## config.mk

```make
export PLATFORM = sky130hd
export DESIGN_NAME = norm_issue_fifo_flat
export DESIGN_NICKNAME = d
export VERILOG_FILES = /design/src/rtl/norm_issue_fifo_if.sv /design/src/rtl/norm_issue_fifo.sv /design/src/flat_wrapper.sv
export SDC_FILE = /design/constraint.sdc
export NUM_CORES = 2
export LEC_CHECK = 0
export CORE_MARGIN = 8
export CORE_UTILIZATION = 57
export CTS_BUF_LIST = sky130_fd_sc_hd__clkbuf_4 sky130_fd_sc_hd__clkbuf_8 sky130_fd_sc_hd__clkbuf_16
export DETAILED_ROUTE_END_ITERATION = 10
export HOLD_SLACK_MARGIN = 0.03
export PLACE_DENSITY = 0.75
export SLEW_MARGIN = 25
export SYNTH_ARGS = -nofsm -noshare
export SYNTH_HDL_FRONTEND = slang
export SYNTH_SLANG_ARGS = --single-unit
```

## constraint.sdc

```tcl
create_clock -name clk -period 10.93 [get_ports clk]
set_input_delay 2.186 -clock clk [delete_from_list [all_inputs] [get_ports clk]]
set_output_delay 2.186 -clock clk [all_outputs]
set_load 0.03 [all_outputs]
```

## src/rtl/norm_issue_fifo_if.sv

```systemverilog
// rtl/norm_issue_fifo_if.sv - write/issue bundle between MAC columns, issue FIFO and normalizer
// master: column writers + normalizer side (drives wr, in, norm_div_complete)
// slave : norm_issue_fifo (drives out, out_valid, o_full, o_ready, o_empty, overflow, issue_cnt)
interface norm_issue_fifo_if #(
  parameter int bw      = 8,
  parameter int bw_psum = 2*bw+4,
  parameter int col     = 8
);
  logic [col-1:0]         wr;
  logic [bw_psum*col-1:0] in;
  logic                   norm_div_complete;
  logic [bw_psum*col-1:0] out;
  logic                   out_valid;
  logic                   o_full;
  logic                   o_ready;
  logic                   o_empty;
  logic                   overflow;
  logic [7:0]             issue_cnt;

  modport master (
    output wr, in, norm_div_complete,
    input  out, out_valid, o_full, o_ready, o_empty, overflow, issue_cnt
  );

  modport slave (
    input  wr, in, norm_div_complete,
    output out, out_valid, o_full, o_ready, o_empty, overflow, issue_cnt
  );
endinterface

```

## src/rtl/norm_issue_fifo.sv

```systemverilog
// rtl/norm_issue_fifo.sv - column-wise psum FIFO with row issue FSM toward the normalizer
// clk   : clock, all logic on posedge
// reset : synchronous, active-high
// bus   : norm_issue_fifo_if.slave
//   wr/in             per-column psum writes (column c on in[bw_psum*c +: bw_psum])
//   norm_div_complete normalizer idle/done flag (high = idle)
//   out/out_valid     registered issued row and one-cycle issue pulse
//   o_full/o_ready/o_empty/overflow/issue_cnt  status
module norm_issue_fifo #(
  parameter int bw      = 8,
  parameter int bw_psum = 2*bw+4,
  parameter int col     = 8,
  parameter int depth   = 16
) (
  input logic         clk,
  input logic         reset,
  norm_issue_fifo_if.slave bus
);

  // One extra pointer bit distinguishes full from empty.
  localparam int pw = $clog2(depth) + 1;
  localparam logic [pw-1:0] depth_p = pw'(depth);

  typedef enum logic [1:0] {IDLE, ISSUE, WAIT_ACK, WAIT_DONE} state_t;

  logic [bw_psum-1:0]     mem [col][depth];
  logic [pw-1:0]          wr_ptr [col];
  logic [pw-1:0]          rd_ptr;
  logic [col-1:0]         full;
  logic [col-1:0]         nonempty;
  logic                   row_avail;
  logic [bw_psum*col-1:0] row_data;

  state_t                 state;
  logic [1:0]             ack_timer;
  logic [bw_psum*col-1:0] out_r;
  logic                   out_valid_r;
  logic                   overflow_r;
  logic [7:0]             issue_cnt_r;

  // Flags come only from registered pointers, so a same-cycle issue frees
  // a slot no earlier than the following cycle.
  always_comb begin
    full     = '0;
    nonempty = '0;
    row_data = '0;
    for (int c = 0; c < col; c++) begin
      full[c]     = (wr_ptr[c] - rd_ptr) == depth_p;
      nonempty[c] = wr_ptr[c] != rd_ptr;
      row_data[bw_psum*c +: bw_psum] = mem[c][rd_ptr[pw-2:0]];
    end
  end

  assign row_avail = &nonempty;

  // Storage has no reset; pointers alone define what is valid.
  always_ff @(posedge clk) begin
    for (int c = 0; c < col; c++) begin
      if (!reset && bus.wr[c] && !full[c]) begin
        mem[c][wr_ptr[c][pw-2:0]] <= bus.in[bw_psum*c +: bw_psum];
      end
    end
  end

  always_ff @(posedge clk) begin
    if (reset) begin
      for (int c = 0; c < col; c++) wr_ptr[c] <= '0;
      overflow_r <= 1'b0;
    end else begin
      for (int c = 0; c < col; c++) begin
        if (bus.wr[c]) begin
          if (full[c]) overflow_r <= 1'b1;
          else         wr_ptr[c] <= wr_ptr[c] + 1'b1;
        end
      end
    end
  end

  always_ff @(posedge clk) begin
    if (reset) begin
      state       <= IDLE;
      rd_ptr      <= '0;
      out_r       <= '0;
      out_valid_r <= 1'b0;
      issue_cnt_r <= '0;
      ack_timer   <= '0;
    end else begin
      case (state)
        IDLE: begin
          out_valid_r <= 1'b0;
          if (row_avail && bus.norm_div_complete) begin
            out_r       <= row_data;
            rd_ptr      <= rd_ptr + 1'b1;
            out_valid_r <= 1'b1;
            issue_cnt_r <= issue_cnt_r + 8'd1;
            state       <= ISSUE;
          end
        end
        ISSUE: begin
          out_valid_r <= 1'b0;
          ack_timer   <= '0;
          state       <= WAIT_ACK;
        end
        WAIT_ACK: begin
          // A normalizer that never drops its idle flag missed the pulse;
          // give up after four cycles rather than stall forever.
          if (!bus.norm_div_complete)  state <= WAIT_DONE;
          else if (ack_timer == 2'd3)  state <= IDLE;
          else                         ack_timer <= ack_timer + 2'd1;
        end
        WAIT_DONE: begin
          if (bus.norm_div_complete) state <= IDLE;
        end
        default: state <= IDLE;
      endcase
    end
  end

  assign bus.out       = out_r;
  assign bus.out_valid = out_valid_r;
  assign bus.o_full    = |full;
  assign bus.o_ready   = ~(|full);
  assign bus.o_empty   = ~row_avail;
  assign bus.overflow  = overflow_r;
  assign bus.issue_cnt = issue_cnt_r;

endmodule

```

## src/flat_wrapper.sv

```systemverilog
// flat-port wrapper written by rule: the top's interface ports become plain ports
module norm_issue_fifo_flat 
#(
  parameter int bw      = 8,
  parameter int bw_psum = 2*bw+4,
  parameter int col     = 8,
  parameter int depth   = 16
)
  (clk, reset, bus_wr, bus_in, bus_norm_div_complete, bus_out, bus_out_valid, bus_o_full, bus_o_ready, bus_o_empty, bus_overflow, bus_issue_cnt);
  norm_issue_fifo_if #(.bw(bw), .bw_psum(bw_psum), .col(col)) bus_i ();
  input logic clk;
  input logic reset;
  input wire logic [$bits(bus_i.wr)-1:0] bus_wr;
  input wire logic [$bits(bus_i.in)-1:0] bus_in;
  input wire logic [$bits(bus_i.norm_div_complete)-1:0] bus_norm_div_complete;
  output wire logic [$bits(bus_i.out)-1:0] bus_out;
  output wire logic [$bits(bus_i.out_valid)-1:0] bus_out_valid;
  output wire logic [$bits(bus_i.o_full)-1:0] bus_o_full;
  output wire logic [$bits(bus_i.o_ready)-1:0] bus_o_ready;
  output wire logic [$bits(bus_i.o_empty)-1:0] bus_o_empty;
  output wire logic [$bits(bus_i.overflow)-1:0] bus_overflow;
  output wire logic [$bits(bus_i.issue_cnt)-1:0] bus_issue_cnt;
  assign bus_i.wr = bus_wr;
  assign bus_i.in = bus_in;
  assign bus_i.norm_div_complete = bus_norm_div_complete;
  assign bus_out = bus_i.out;
  assign bus_out_valid = bus_i.out_valid;
  assign bus_o_full = bus_i.o_full;
  assign bus_o_ready = bus_i.o_ready;
  assign bus_o_empty = bus_i.o_empty;
  assign bus_overflow = bus_i.overflow;
  assign bus_issue_cnt = bus_i.issue_cnt;
  norm_issue_fifo #(.bw(bw), .bw_psum(bw_psum), .col(col), .depth(depth)) u_core (.clk(clk), .reset(reset), .bus(bus_i));
endmodule
```

==> changes_impl.md <==
## Implementation

* Status: completed
* Die height at ~450 um
* Core area at 187,000 um2
* Clk_lat worst skew at 0.93 ns
* Max VDD drop at ~0.22 mV
* Setup Skew at 0.0584 ns
* Gr usage total at 24.1%
* Post-synth top cells: 2,600 x edfxtp_1, 800 x mux4_2, 353 x nand2_1
* Sw frac at 22.8%
* RSZ-0062 raised after global routing: no
* Gate count of the mapped netlist at roughly 4.9k
* CTS buffer count at 288
* Register share of total power at 49.5%
* Synth flops at 2,779
* Yosys xor share at 0.375%
* Final Hold Fails at 0
* Fa+ha+maj area frac at 0.785%
* Pre-CTS setup slack at 4.49 ns
* Cells in synth_stat.txt at between 4k and 5k
* Yosys cell types at 61
* P_leak at 38.0 nW
* N_taps at about 2.5k
* H-tree depth at 5
* Routability congestion estimate at 0.760
* Int Pwr at between 15 and 20 mW
* AO/OA Area Share at 1.21%
* Cell area after synthesis at 107,000 um2
* WP data arrival at 5.05 ns
* EDFF count, synth at 2,600
* Cell area leaders: edfxtp_1 73%, mux4_2 17%, dfxtp_1 3.4%, nand2_1 1.2%, a21oi_1 0.87%
* Crit path time final at 7.23 ns
* Ys flop type: edfxtp_1
* # DRC at 0
* Area Overhead vs Synth at 15.1%
* Worst EP required at 8.74 ns
* Top area contributor share at 73.1%
* Top non-seq family: multiplexers
* Vias at 51.3k
* Post-synth top area cell: edfxtp_1
* Logic gate share of total power at 11.7%
* Crit-path max cell delay at 0.76 ns
* Global route overflow at 0
* Standard-cell rows at approximately 160
-- sequential cells by signal, indices dropped and copies added, names as in the netlist --
| register | count |
|---|---|
| u_core.bus.out_valid | 1 |
| u_core.mem | 2560 |
| u_core.wr_ptr | 40 |
| u_core.bus.overflow | 1 |
| u_core.bus.issue_cnt | 8 |
| u_core.ack_timer | 2 |
| u_core.rd_ptr | 5 |
| u_core.bus.out | 160 |
| u_core.state | 2 |
-- power groups by stage --
stage / clock network, mW / logic, mW / registers [mW]
final: 9.50 / 2.87 / 12.1
after detailed placement: 0 / 2.89 / 12.4
after global routing: 10.0 / 3.07 / 12.1
after CTS: 9.65 / 2.91 / 12.1
after global placement: 0 / 2.83 / 12.3
after floorplan: 0 / 1.89 / 12.4
-- worst reg2reg max path, stage by stage, from the launching register on --
cell and delay (ns):
dfxtp_4 0.92, buf_4 0.77, buf_4 0.82, buf_6 0.70
buf_4 0.88, mux4_2 0.67, mux4_2 0.47, nand2_1 0.09
a21oi_1 0.09
-- final timing paths --
path              cells past startpoint                  end          startpoint  slack [ns]
setup / recovery                      9          bus_o_ready    u_core.rd_ptr[3]        3.70
hold reg to reg                       2   u_core.bus.out[65]  u_core.bus.out[65]        0.45
hold / removal                        2   u_core.bus.out[65]  u_core.bus.out[65]        0.45
setup reg to reg                      8  u_core.bus.out[136]    u_core.rd_ptr[0]        5.33
-- metrics by stage --
step / instances / hold WS [ns] / cell area [um2] / total power [mW] / utilization [%]
floorplan: 4878 / 0.483 / 107000 / 14.3 / -
global placement: 7599 / 0.442 / 114000 / 15.2 / 60.8
global route: 8121 / 0.470 / 123000 / 25.2 / 65.7
detailed placement: 7599 / 0.446 / 114000 / 15.2 / 60.8
CTS: 8099 / 0.454 / 123000 / 24.7 / 65.7
finish: 8133 / 0.451 / 123000 / 24.5 / 65.7
-- cells in the final DEF, fill, tap and decap left out, types with 12 or more instances in the layout --
master / netlist / final
inv_1: 27 / 27
clkdlybuf4s50_1: 0 / 342
clkbuf_4: 0 / 55
nand4_1: 16 / 16
buf_4: 9 / 144
xor2_1: 27 / 27
nand3_1: 27 / 27
nor2_2: 0 / 53
nand2_1: 353 / 353
clkinv_2: 0 / 45
and4_1: 13 / 13
clkinv_1: 0 / 55
nand2b_1: 16 / 16
nor4b_2: 4 / 12
bufinv_16: 0 / 21
ha_1: 67 / 67
dfxtp_1: 179 / 176
and3_1: 20 / 19
clkbuf_16: 0 / 294
and4b_1: 25 / 15
clkbuf_8: 0 / 13
xnor2_1: 15 / 15
nor2_1: 102 / 49
mux4_2: 800 / 800
diode_2: 0 / 32
edfxtp_1: 2600 / 2600
nor2b_1: 14 / 14
a21oi_1: 185 / 185
-- metal layers --
layer  GRT usage [%]  share of wire (%)
met5               0              0.025
met2            41.1                 52
met3            4.35                6.9
met4            9.68                3.9
met1            31.1                 37
-- logic make-up (layout without fill, tap and decap cells) --
family	after synthesis	in the layout
simple gates	660	660
other cells	0	32
fa+ha+maj	67	67
buf+inv	296	1024
compound gates	232	232
xor+xnor	44	44
flops	2779	2779
mux	800	800
==> images/detail.png <==
Window x 312 to 362, y 312 to 362 um. Cells in grey, sequential cells in the stronger grey; small squares are vias.
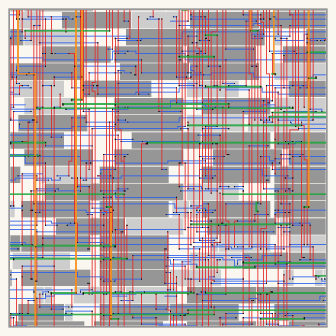
Red shows metal 2. Blue shows metal 1. Orange shows metal 4. Green shows metal 3.
Most frequent: edfxtp_1 (50), mux4_2 (13). 82 logic cells have their middle in the window. Netlist names of flops here include u_core.mem (50), u_core.bus.out (2). Sequential cells in the window: 52.

==> images/layer_met3.png <==
Scale: 1 px per um.
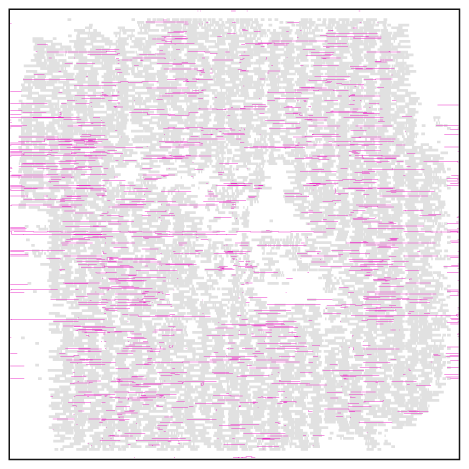
The wires run mostly horizontal. The longest straight run is 106 um.

==> images/io_placement.png <==
Pins as bars across the die edge, other pins in grey.
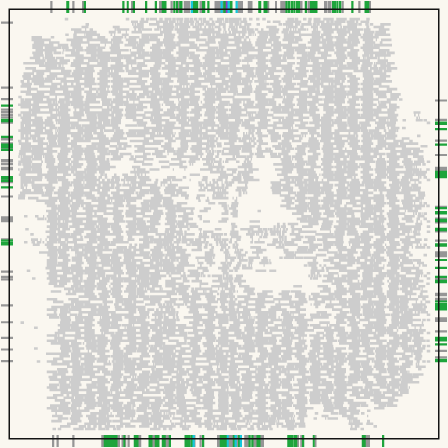
Purple shows bus_o_empty, pins 1, direction output, edge top. Green shows bus_out, pins 160, direction output, edge 56 top, 54 bottom, 35 right, 15 left. Cyan shows bus_wr, pins 8, direction input, edge 4 top, 4 bottom.

No activity file was given, so power comes from the tool's default toggle rates.
